File: src/rtl/cordic_result_collector.sv
// cordic_result_collector
// Follows each accepted issue through the fixed latency of the 29-iteration
// CORDIC rotator. It captures x/y on the edge where the rotator output is
// valid and buffers the results in a small first-word-fall-through FIFO.
// Issue credit is granted only when every in-flight result is sure to find a
// FIFO slot.
// Optional feature: define CORDIC_GAIN_COMP_EN to multiply the captured
// results by GAIN_Q24 (Q8.24) with rounding and saturation. When the macro is
// undefined, results pass through unmodified.
//
// Handshakes: issue_valid is an accepted issue only on a rising edge where
// issue_ready is high. A result leaves the FIFO on a rising edge where
// out_valid && out_ready. The head (out_cos/out_sin) holds stable while
// out_valid && !out_ready.
module cordic_result_collector #(
  parameter int LATENCY    = 30,
  parameter int FIFO_DEPTH = 4,
  parameter int GAIN_Q24   = 10188012
) (
  input  logic                         clk,
  input  logic                         rst,
  input  logic                         issue_valid,
  output logic                         issue_ready,
  input  logic [31:0]                  cordic_x,
  input  logic [31:0]                  cordic_y,
  output logic                         out_valid,
  input  logic                         out_ready,
  output logic [31:0]                  out_cos,
  output logic [31:0]                  out_sin,
  output logic [$clog2(LATENCY+1)-1:0] inflight,
  output logic                         overflow_err
);

  localparam int IW = $clog2(LATENCY + 1);
  localparam int CW = $clog2(FIFO_DEPTH + 1);
  localparam int PW = $clog2(FIFO_DEPTH);

  // Elaboration-time parameter sanity checks.
  if (FIFO_DEPTH < 2 || (FIFO_DEPTH & (FIFO_DEPTH - 1)) != 0) begin : g_bad_depth
    $error("FIFO_DEPTH must be a power of two and at least 2");
  end
  if (GAIN_Q24 <= 0) begin : g_bad_gain
    $error("GAIN_Q24 must be positive");
  end

`ifdef CORDIC_GAIN_COMP_EN
  localparam logic signed [63:0] GAIN_S  = 64'(GAIN_Q24);
  localparam logic signed [63:0] SAT_MAX = 64'sd2147483647;
  localparam logic signed [63:0] SAT_MIN = -64'sd2147483648;

  // Q8.24 x Q8.24 product, rounded to nearest and saturated to 32 bits.
  function automatic logic [31:0] gain_comp(input logic [31:0] v);
    logic signed [63:0] prod;
    logic signed [63:0] scaled;
    prod   = 64'(signed'(v)) * GAIN_S;
    scaled = (prod + 64'sd8388608) >>> 24;
    if (scaled > SAT_MAX)      return 32'h7FFF_FFFF;
    else if (scaled < SAT_MIN) return 32'h8000_0000;
    else                       return scaled[31:0];
  endfunction
`else
  // Compensation disabled: the raw rotator value is stored.
  function automatic logic [31:0] gain_comp(input logic [31:0] v);
    return v;
  endfunction
`endif

  logic [LATENCY-1:0] vsr;
  logic [31:0]        mem_cos [FIFO_DEPTH];
  logic [31:0]        mem_sin [FIFO_DEPTH];
  logic [PW-1:0]      wr_ptr;
  logic [PW-1:0]      rd_ptr;
  logic [CW-1:0]      count;

  logic accept;
  logic capture;
  logic pop;
  logic full;
  logic push;
  logic drop;
  logic [31:0] wr_cos;
  logic [31:0] wr_sin;

  // Credit covers in-flight work plus stored work. It deliberately ignores a
  // same-cycle pop, which keeps the rule conservative.
  assign issue_ready = (32'(inflight) + 32'(count)) < 32'(FIFO_DEPTH);
  assign accept      = issue_valid && issue_ready;
  assign capture     = vsr[LATENCY-1];
  assign out_valid   = count != '0;
  assign pop         = out_valid && out_ready;
  assign full        = count == CW'(FIFO_DEPTH);
  assign push        = capture && (!full || pop);
  assign drop        = capture && full && !pop;
  assign wr_cos      = gain_comp(cordic_x);
  assign wr_sin      = gain_comp(cordic_y);
  assign out_cos     = out_valid ? mem_cos[rd_ptr] : '0;
  assign out_sin     = out_valid ? mem_sin[rd_ptr] : '0;

  // Valid tracking, in-flight counter, FIFO pointers/count, and sticky error.
  always_ff @(posedge clk or posedge rst) begin
    if (rst) begin
      vsr          <= '0;
      inflight     <= '0;
      wr_ptr       <= '0;
      rd_ptr       <= '0;
      count        <= '0;
      overflow_err <= 1'b0;
    end else begin
      vsr <= {vsr[LATENCY-2:0], accept};
      if (accept && !capture)      inflight <= inflight + IW'(1);
      else if (!accept && capture) inflight <= inflight - IW'(1);
      if (push) wr_ptr <= wr_ptr + PW'(1);
      if (pop)  rd_ptr <= rd_ptr + PW'(1);
      if (push && !pop)      count <= count + CW'(1);
      else if (pop && !push) count <= count - CW'(1);
      if ((issue_valid && !issue_ready) || drop) overflow_err <= 1'b1;
    end
  end

  // FIFO storage. Unread entries are masked by count, so no reset is needed.
  always_ff @(posedge clk) begin
    if (push) begin
      mem_cos[wr_ptr] <= wr_cos;
      mem_sin[wr_ptr] <= wr_sin;
    end
  end

endmodule

File: config.mk
export PLATFORM = sky130hd
export DESIGN_NAME = cordic_result_collector
export DESIGN_NICKNAME = d
export VERILOG_FILES = /design/src/rtl/cordic_result_collector.sv
export SDC_FILE = /design/constraint.sdc
export NUM_CORES = 1
export LEC_CHECK = 0
export ABC_CLOCK_PERIOD_IN_PS = 7100
export CAP_MARGIN = 20
export CORE_MARGIN = 5
export CORE_UTILIZATION = 59
export CTS_CLUSTER_DIAMETER = 30
export DETAILED_ROUTE_END_ITERATION = 10
export HOLD_SLACK_MARGIN = 0.08
export PLACE_DENSITY = 0.86
export SLEW_MARGIN = 20
export SYNTH_ARGS = -nofsm -noshare
export SYNTH_HDL_FRONTEND = slang
export SYNTH_SLANG_ARGS = --single-unit
File: constraint.sdc
create_clock -name clk -period 7.1 [get_ports clk]
set_clock_uncertainty 0.15 [all_clocks]
set_input_delay 1.065 -clock clk [delete_from_list [all_inputs] [get_ports clk]]
set_output_delay 1.065 -clock clk [all_outputs]
set_load 0.01 [all_outputs]
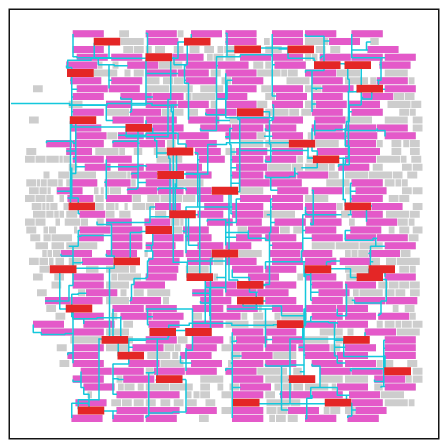
run_1/clock_map.png
Key: magenta = flip-flops [count 299]; red = cells driving clock nets [count 43]; cyan = clock wires [length 3,180 um]
Position of the flops: widely spread. There are 44 routed clock nets.
clk_lat worst skew: 0.52 ns
Clk network pwr share: 38.3%
Clk power: 2.14 mW

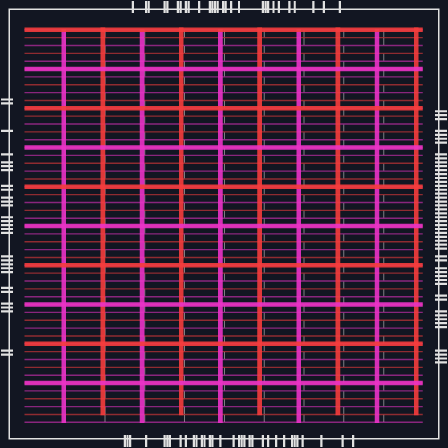
run_1/pdn.png
Pins as bars on the die edge. Tap cells in grey.
Key: red = VDD; magenta = VSS
51 met1 rails follow the rows. 10 straps on met5. The core has 50 rows.
CORE AREA: 18,800 um2
die width: 148 um

==> results.yml, run 1 <==
# implementation run metrics
floorplan:
  rows: 50
  chipArea_um2: 22000
  initial_core_util_pct: 60.1
  ioPinCount: 140
sta:
  slew_headroom_pct: 32.3
  hold_viol: 0
  tightest_slew_ns: 1.02
  fin_setup_tns_ns: 0
  min_period_ns: 4.55
  grt_setup_unrepaired: "false"
  max_freq_mhz: 220
  setup_viol: 0
  slew_viol_final: 0
  finalCritPeriodShare_pct: 64.1
routing:
  drt-vias-per-instance: 5.77
  first_iter_violations: 271
  routed_wl_mm: 22.2
  ant_nets: 0
  drt_first_pass_iters: 4
  vias: 5486
  wl_per_cell_um: 23.3
  drcViolationCount: 0
clock_network:
  cts_setup_buffers: 0
  cts_tree: "yes"
  clock-root-buffer: "clkbuf_16"
  clkTransAtPathRegs_ns: 0.06
  cts_sinks: 299
  cts.path.max_buffers: 3
  h-tree-depth: 2
  post_cts_resized: 0
  cts_hold_buf: 0
  cts_buffers: 43
status:
  outcome: "finished clean"
placement:
  place.gp.congestion: 0.791
  portBuffers: 139
  dpl_cell_area_um2: 12900
  place_hpwl_mm: 11.7
synth:
  ys_warn_count: 0
  synth_cell_types: 30
  ys_cells: 518
  syn_area_um2: 11300
  ys_seq_share_pct: 77.6
  ys.flop_type: "edfxtp_1"
  edf_count: 256
  async_flop_share_pct: 14.4
  syn_area_per_cell_um2: 21.8
  yosys_area_um2: 11300
  ys_ff: 299
  synth_nets: 599
  synth_cells: 518
worst_setup_path:
  required_ns: 5.88
  cp_max_fo: 34
  crit_type: "register to primary output"
  r2r_cells: 10
  regToRegSetupSlack_ns: 3.49
  arrival_ns: 3.34
  reg2reg_to: "inflight[4]$_DFFE_PP0P_"
  end_kind: "primary output"
  rr_startpoint: "inflight[2]$_DFFE_PP0P_"
  critPathLaunch: "rd_ptr[0]$_DFFE_PP0P_"
  cp-endpoint: "out_cos[14]"
  start_kind: "register"
job:
  maxCapViolCount: 0
  warning_count: 29
global_routing:
  grt_pass1_wl_mm: 34.8
  grt_max_degree: 68
  grt_overflow: 0
  track_usage_pct: 20.8
  grt_pass1_vias: 6161
  grt_antenna_before_repair: 0
finish:
  final_layout_top_logic_cells: "edfxtp_1, clkdlybuf4s50_1, and2_1"
  drive_gt1_share_pct: 21.2
  final_area_um2: 14400
  syn2layout_area_growth_pct: 27.5
  lay_top_count: "edfxtp_1"
  fill_cells: 969
  fin_nets: 763
pwr:
  power_density_nw_per_um2: 389
  irDropWorstVdd_uv: 216
  total_power_mw: 5.60
  p_leak_nw: 4.91
min_path:
  worstHoldPathType: "register to register"
  hp-start: "vsr[22]$_DFF_PP0_"
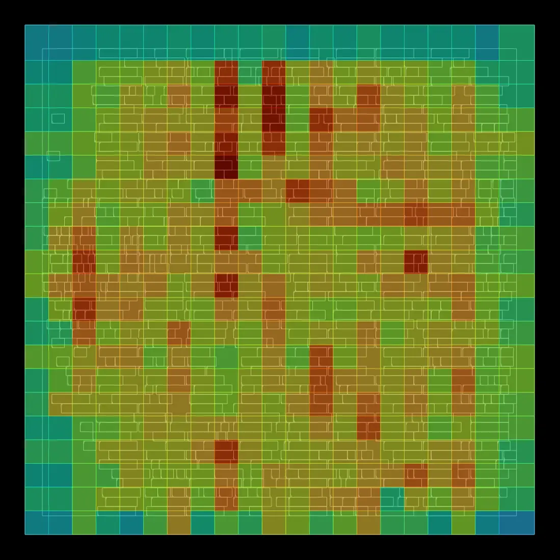
run_1/final_congestion.png
M3 GR Usage: 5.03%
global-route track usage on met2: 36.2%

[run 1: cell families after synthesis]
kind of cell,after synthesis,share of synthesized area (%)
compound gates,12,0.720
xor+xnor,8,0.621
fa+ha+maj,13,1.57
buf+inv,30,1.47
flops,299,77.6
mux,68,13.2
simple gates,88,4.80
[run 1: layout make-up]
| type | instances | area [um2] | area share, % |
|---|---|---|---|
| Clock inverter | 28 | 304 | 2.11 |
| Tap cell | 234 | 293 | 2.03 |
| Antenna cell | 1 | 2.50 | 0.0174 |
| Sequential cell | 299 | 8770 | 61.0 |
| Timing Repair Buffer | 141 | 1410 | 9.77 |
| Clock buffer | 51 | 1210 | 8.42 |
| Multi-Input combinational cell | 189 | 2370 | 16.5 |
| Inverter | 8 | 30.0 | 0.209 |
[run 1: stage by stage]
step           hold slack (ns)  cells  utilization (%)  setup WS, ns
2_1_floorplan            0.181    518                -          3.57
3_5_place_dp             0.186    871             68.6          2.99
4_1_cts                  0.184    950             76.6          2.43
6_report                 0.180    951             76.7          2.55
3_3_place_gp             0.185    871             68.6          3.00
5_1_grt                  0.202    950             76.7          2.26
[run 1: flip-flops by register name, indices dropped and copies added (netlist names)]
| signal | count |
|---|---|
| mem_cos | 128 |
| mem_sin | 128 |
| vsr | 30 |
| inflight | 5 |
| count | 3 |
| rd_ptr | 2 |
| wr_ptr | 2 |
| overflow_err | 1 |
[run 1: power by group]
group	internal [mW]	leakage (nW)	total, mW	switching [mW]
Clock	1.38	0.736	2.14	0.761
Combinational	0.877	1.32	1.38	0.502
Sequential	1.93	2.86	2.07	0.149
Total	4.18	4.91	5.60	1.41
[run 1: Yosys cell counts, drive strengths merged (4+ instances only)]
library cell	instances	area share (%)
buf	15	0.98
mux4	64	13
nand3	4	0.18
and2	69	3.8
inv	8	0.27
ha	11	1.2
clkbuf	7	0.23
xnor2	6	0.47
edfxtp	256	68
dfrtp	43	9.5
a21oi	5	0.22
[run 1: worst max-delay path, stage by stage (launching register included)]
cell             delay [ns]
dfrtp_4                0.86
buf_4                  0.65
mux4_2                 0.59
and2_1                 0.20
clkdlybuf4s50_1        0.49
[run 1: routing by layer]
layer / vias to the layer above / track usage, % / routed length (um)
li1: 2410 / - / -
met1: 2844 / 26.6 / 8760
met2: 193 / 36.2 / 11600
met3: 39 / 5.03 / 1300
met4: 0 / 5.91 / 494
met5: - / 0 / 0
[run 1: how the worst min path moves through the flow]
| stage | to | cells after the start |
|---|---|---|
| finish | vsr[23]$_DFF_PP0_ | 0 |
| global route | vsr[23]$_DFF_PP0_ | 0 |
| CTS | vsr[23]$_DFF_PP0_ | 0 |
| detailed placement | vsr[21]$_DFF_PP0_ | 0 |
| global placement | vsr[2]$_DFF_PP0_ | 0 |
| floorplan | vsr[10]$_DFF_PP0_ | 0 |
--- run 2 (diff from run 1) ---
--- a/config.mk
+++ b/config.mk
@@ -5,14 +5,14 @@
 export SDC_FILE = /design/constraint.sdc
 export NUM_CORES = 1
 export LEC_CHECK = 0
-export ABC_CLOCK_PERIOD_IN_PS = 7100
+export ABC_CLOCK_PERIOD_IN_PS = 3600
 export CAP_MARGIN = 20
 export CORE_MARGIN = 5
-export CORE_UTILIZATION = 59
+export CORE_UTILIZATION = 50
 export CTS_CLUSTER_DIAMETER = 30
 export DETAILED_ROUTE_END_ITERATION = 10
 export HOLD_SLACK_MARGIN = 0.08
-export PLACE_DENSITY = 0.86
+export PLACE_DENSITY = 0.78
 export SLEW_MARGIN = 20
 export SYNTH_ARGS = -nofsm -noshare
 export SYNTH_HDL_FRONTEND = slang
==> constraint.sdc (replaced) <==
create_clock -name clk -period 3.6 [get_ports clk]
set_clock_uncertainty 0.15 [all_clocks]
set_input_delay 0.54 -clock clk [delete_from_list [all_inputs] [get_ports clk]]
set_output_delay 0.54 -clock clk [all_outputs]
set_load 0.01 [all_outputs]
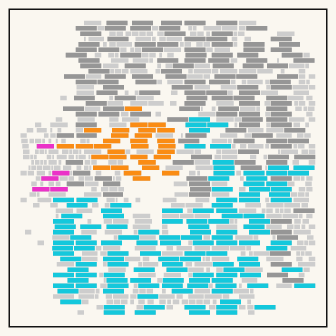
run_2/registers.png
Key: cyan = mem_cos [flops 128]; orange = vsr [flops 30, where centre]; magenta = inflight [flops 5, where middle left]
Another 136 sequential cells are not coloured.
fraction of area in registers: 58.5%
Layout Utilization: 66.9%

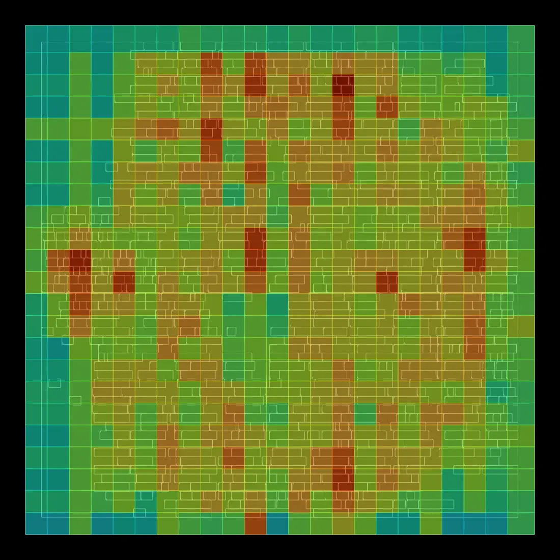
run_2/final_congestion.png
M3 GR Usage: 4.34%
total global-route track usage: 17.7%
Most Crowded Layer GR: met2

==> results.yml, run 2 <==
# implementation run metrics
status:
  outcome: "finished clean"
job:
  maxCapViolCount: 0
  warning_count: 29
routing:
  drt_first_pass_iters: 6
  drcViolationCount: 0
  vias: 5565
worst_setup_path:
  reg2reg_to: "inflight[4]$_DFFE_PP0P_"
  start_kind: "register"
  cp_num_cells: 10
  cp_slowest_stage_delay_ns: 0.54
  rr_startpoint: "inflight[2]$_DFFE_PP0P_"
  crit_type: "register to register"
  cp-endpoint: "inflight[4]$_DFFE_PP0P_"
  path_cells: "ha_1 > or4_1 > a311oi_2 > and2_1 > ha_2 > inv_1 > ha_2 > or4_1 > o211ai_1 > o211ai_1"
  r2r_cells: 10
  arrival_ns: 3.72
  cp_top_family: "simple AND/OR/NAND/NOR gates"
  required_ns: 3.85
  regToRegSetupSlack_ns: 0.13
finish:
  fin_nets: 792
  regArea_um2: 8770
  biggestRegsByFlops: "mem_cos x128, mem_sin x128, vsr x30"
  stdcell_count: 1042
  combGateArea_um2: 2370
  num_antenna_cells: 0
  final_area_um2: 15000
synth:
  yosysMostFrequentCell: "edfxtp_1"
  top_cell_area_share_pct: 68.1
  async_flop_share_pct: 14.4
  synthTopCellsByCount: "edfxtp_1, and2_1, mux4_2, dfrtp_1, ha_1"
  yosys_area_um2: 11300
  edf_count: 256
  aoi_share_pct: 0.721
  synthTopCellsByArea: "edfxtp_1, mux4_2, dfrtp_1, and2_1, ha_1"
  synth_top_cell_by_area: "edfxtp_1"
  syn_area_per_cell_um2: 21.8
  synth_cells: 518
  ys_cells: 518
clock_network:
  clkTransAtPathRegs_ns: 0.05
  cts.path.max_buffers: 3
  cts_hold_buf: 0
  insertion_delay_ns: 0.54
  cts_buffers: 55
global_routing:
  grt_overflow: 0
sta:
  fin_setup_tns_ns: 0
  hold_viol: 0
  min_period_ns: 3.47
  hold_ws_ns: 0.187
  setup_viol: 0
  slew_headroom_pct: 53.7
  finalCritPeriodShare_pct: 96.5
floorplan:
  rows: 55
  ioPinCount: 140
placement:
  dpl_cell_area_um2: 13100
  place.gp.congestion: 0.810
  post-place-cells: 939
pwr:
  p_leak_nw: 5.17
  total_power_mw: 11.9
[run 2: cell counts after synthesis]
No cell type changed its count.
[run 2: kinds of logic (layout without fill, tap and decap cells)]
| logic type | count (synthesis) | in the layout |
|---|---|---|
| DFF | 299 | 299 |
| and+or+nand+nor | 88 | 88 |
| muxes | 68 | 68 |
| buffers and inverters | 30 | 269 |
| adders and majority gates | 13 | 13 |
| AOI/OAI and AO/OA | 12 | 12 |
| xor gates and xnor gates | 8 | 8 |
[run 2: per-layer routing]
layer / track usage [%] / routed length [um] / part of all wire [%] / vias up
met5: 0 / 0 / 0 / -
met1: 23.3 / 9410 / 42 / 2888
li1: - / - / - / 2470
met2: 30.0 / 11600 / 52 / 182
met3: 4.34 / 1220 / 5.4 / 25
met4: 4.54 / 239 / 1.1 / 0
[run 2: final cells by class]
cell class | instances | area share (%)
clock buffer | 62 | 9.84
clock inverter | 41 | 2.57
timing repair buffer | 158 | 10.7
tap | 285 | 2.38
inverter | 8 | 0.200
sequential | 299 | 58.5
multi-input combinational | 189 | 15.8
[run 2: timing repair]
item	4_1_cts	5_1_grt
setup endpoints to repair	0	1
resized	0	2
setup buffers	0	0
[run 2: how the worst min path moves through the flow]
stage	from	endpoint	depth (start not counted)	slack, ns
after floorplan	vsr[9]$_DFF_PP0_	vsr[10]$_DFF_PP0_	0	0.18
after global placement	vsr[6]$_DFF_PP0_	vsr[7]$_DFF_PP0_	0	0.19
after detailed placement	vsr[0]$_DFF_PP0_	vsr[1]$_DFF_PP0_	0	0.19
after CTS	vsr[1]$_DFF_PP0_	vsr[2]$_DFF_PP0_	0	0.19
after global routing	vsr[1]$_DFF_PP0_	vsr[2]$_DFF_PP0_	0	0.20
final	vsr[1]$_DFF_PP0_	vsr[2]$_DFF_PP0_	0	0.19
[run 2: power breakdown]
group	total (mW)	leakage, nW	switching [mW]	internal (mW)
clock	4.98	0.895	1.71	3.27
sequential	4.00	2.86	0.196	3.80
combinational	2.93	1.42	1.13	1.80
total	11.9	5.17	3.04	8.87
--- run 3 (diff from run 2) ---
--- a/config.mk
+++ b/config.mk
@@ -12,7 +12,7 @@
 export CTS_CLUSTER_DIAMETER = 30
 export DETAILED_ROUTE_END_ITERATION = 10
 export HOLD_SLACK_MARGIN = 0.08
-export PLACE_DENSITY = 0.78
+export PLACE_DENSITY_LB_ADDON = 0.12
 export SLEW_MARGIN = 20
 export SYNTH_ARGS = -nofsm -noshare
 export SYNTH_HDL_FRONTEND = slang
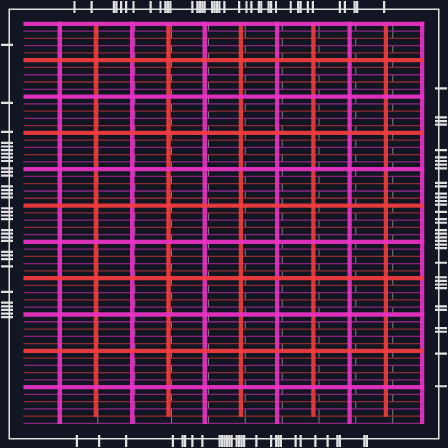
run_3/pdn.png
Pins as bars on the die edge. Tap cells in grey.
Key: magenta = VSS; red = VDD
11 straps on met4. 140 signal pins sit on the boundary. 285 tap cells.
peak supply drop: 461 uV
die width: 160 um
Die Span Y: 160 um

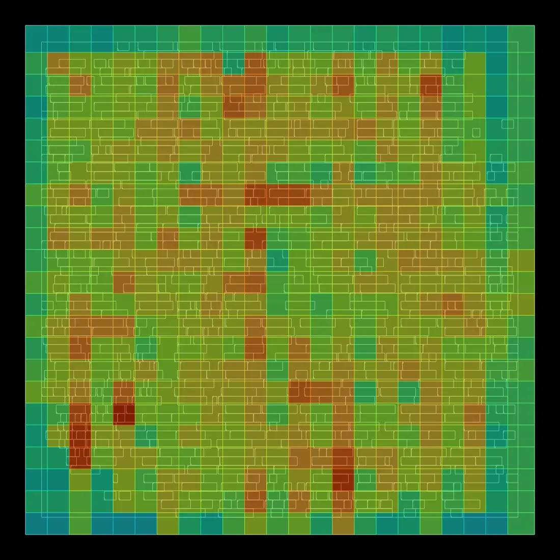
run_3/final_congestion.png
global-route track usage on met2: 28.3%
GR Util met1: 22.6%
DR WL/cell: 20.9 um

==> results.yml, run 3 <==
# implementation run metrics
finish:
  biggestRegsByFlops: "mem_cos x128, mem_sin x128, vsr x30"
  num_antenna_cells: 0
  fin_nets: 786
  combGateArea_um2: 2380
  final_area_um2: 15000
  final_util_pct: 66.7
  regArea_um2: 8770
sta:
  finalCritPeriodShare_pct: 95.7
  hold_ws_ns: 0.184
  setup_viol: 0
  slew_headroom_pct: 64.4
  fin_setup_tns_ns: 0
  min_period_ns: 3.44
synth:
  synth_cells: 518
  ys_cells: 518
  yosys_area_um2: 11300
  yosysMostFrequentCell: "edfxtp_1"
  synthTopCellsByCount: "edfxtp_1, and2_1, mux4_2, dfrtp_1, ha_1"
  syn_area_um2: 11300
  synth_top_cell_by_area: "edfxtp_1"
  edf_count: 256
  syn_area_per_cell_um2: 21.8
  top_cell_area_share_pct: 68.1
  synth_cell_types: 30
  synthTopCellsByArea: "edfxtp_1, mux4_2, dfrtp_1, and2_1, ha_1"
  async_flop_share_pct: 14.4
floorplan:
  rows: 55
  ioPinCount: 140
placement:
  place.gp.congestion: 0.784
  place_hpwl_mm: 12.7
  dpl_cell_area_um2: 13100
pwr:
  internal_power_mw: 8.93
  combPwrFrac_pct: 25.4
  total_power_mw: 11.9
  switchingPower_mw: 2.98
  switching_share_pct: 25.0
  pwr-share-clk_pct: 41.8
clock_network:
  cts.path.max_buffers: 3
  cts_buffers: 50
  insertion_delay_ns: 0.53
  cts_hold_buf: 0
worst_setup_path:
  arrival_ns: 3.70
  cp_num_cells: 10
  start_kind: "register"
  path_cells: "ha_1 > or4_1 > a311oi_2 > and2_1 > ha_2 > inv_1 > ha_2 > or4_1 > o211ai_1 > o211ai_1"
  cp_top_family: "simple AND/OR/NAND/NOR gates"
  required_ns: 3.85
  cp_slowest_stage_delay_ns: 0.53
  rr_startpoint: "inflight[2]$_DFFE_PP0P_"
  r2r_cells: 10
job:
  maxCapViolCount: 0
  warning_count: 29
routing:
  drt_first_pass_iters: 4
  drcViolationCount: 0
  vias: 5551
global_routing:
  grt_antenna_before_repair: 2
  grt_overflow: 0
  track_usage_pct: 17.0
status:
  outcome: "finished clean"
[run 3: cell counts after synthesis]
No cell type changed its count.
[run 3: repair_timing]
item,4_1_cts,5_1_grt
setup endpoints to repair,31,6
resized,1,2
buffers inserted,0,4
[run 3: worst max path at each step]
stage	start	endpoint	slack, ns
floorplan	inflight[2]$_DFFE_PP0P_	inflight[4]$_DFFE_PP0P_	0.22
global placement	inflight[2]$_DFFE_PP0P_	inflight[4]$_DFFE_PP0P_	0.24
detailed placement	inflight[2]$_DFFE_PP0P_	inflight[4]$_DFFE_PP0P_	0.07
CTS	rd_ptr[0]$_DFFE_PP0P_	out_cos[8]	0.03
global route	inflight[2]$_DFFE_PP0P_	inflight[4]$_DFFE_PP0P_	0.01
finish	inflight[2]$_DFFE_PP0P_	inflight[4]$_DFFE_PP0P_	0.16
[run 3: final cells by class]
cell class              instances  share of cell area, %
flip-flops and latches        299                   58.6
multi-input cells             189                   15.9
repair buffers                157                   10.9
clock buffers                  53                   8.43
clock inverters                41                   3.65
well taps                     285                   2.38
inverters                       8                  0.201
[run 3: power groups by stage]
stage / Combinational (mW) / Clock [mW] / Sequential [mW]
2_1_floorplan: 1.74 / 0 / 3.89
3_3_place_gp: 2.97 / 0 / 4.03
3_5_place_dp: 2.99 / 0 / 4.03
4_1_cts: 3.02 / 5.07 / 3.96
5_1_grt: 3.24 / 5.26 / 3.92
6_report: 3.02 / 4.98 / 3.91
[run 3: logic make-up (layout without fill, tap and decap cells)]
| family | count (synthesis) | count (layout) |
|---|---|---|
| buffers and inverters | 30 | 259 |
| AND-OR/OR-AND | 12 | 12 |
| XOR/XNOR | 8 | 8 |
| adder cells (fa/ha/maj) | 13 | 13 |
| flip-flops | 299 | 299 |
| multiplexers | 68 | 68 |
| AND/OR/NAND/NOR | 88 | 88 |
[run 3: stage by stage]
step | instances | setup slack (ns)
2_1_floorplan | 518 | 0.223
3_3_place_gp | 934 | 0.242
3_5_place_dp | 934 | 0.0659
4_1_cts | 1028 | 0.0313
5_1_grt | 1032 | 0.0122
6_report | 1032 | 0.155
[run 3: routing by layer]
metal  share of wire [%]  track usage [%]
met4                 1.4             4.54
met2                  51             28.3
met5                0.16                0
met1                  42             22.6
met3                 5.5             4.67

==> gallery <==
Cells coloured by class.
Bar = 50 um.
image #1
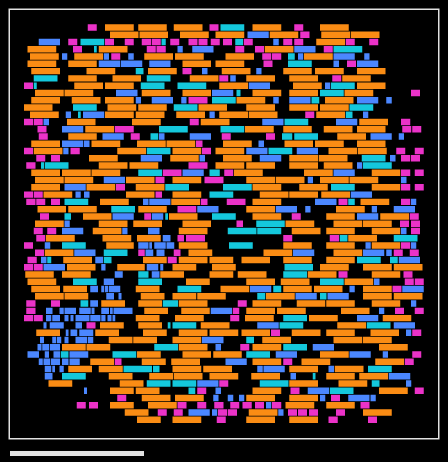
image #2
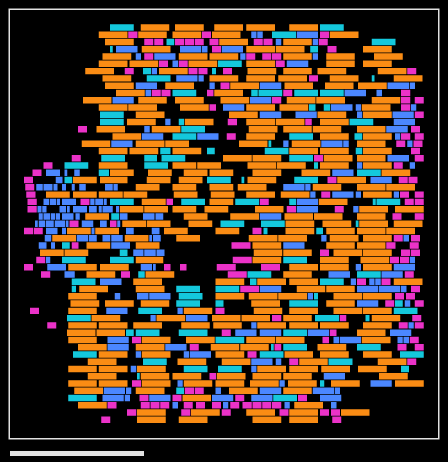
image #3
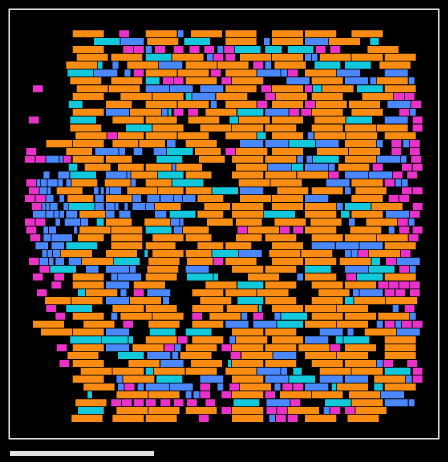
image #3: run 1
image #2: run 2
image #1: run 3

Key to image #2:
Key: magenta = other buffers and delay cells [cells 158, share of their area 11%]; orange = flip-flops [cells 299, share of their area 60%]; blue = all other logic [cells 197, share of their area 16%]; cyan = clock drivers and dummy loads [cells 103, share of their area 13%]

Power is estimated from default activity; no workload was simulated.
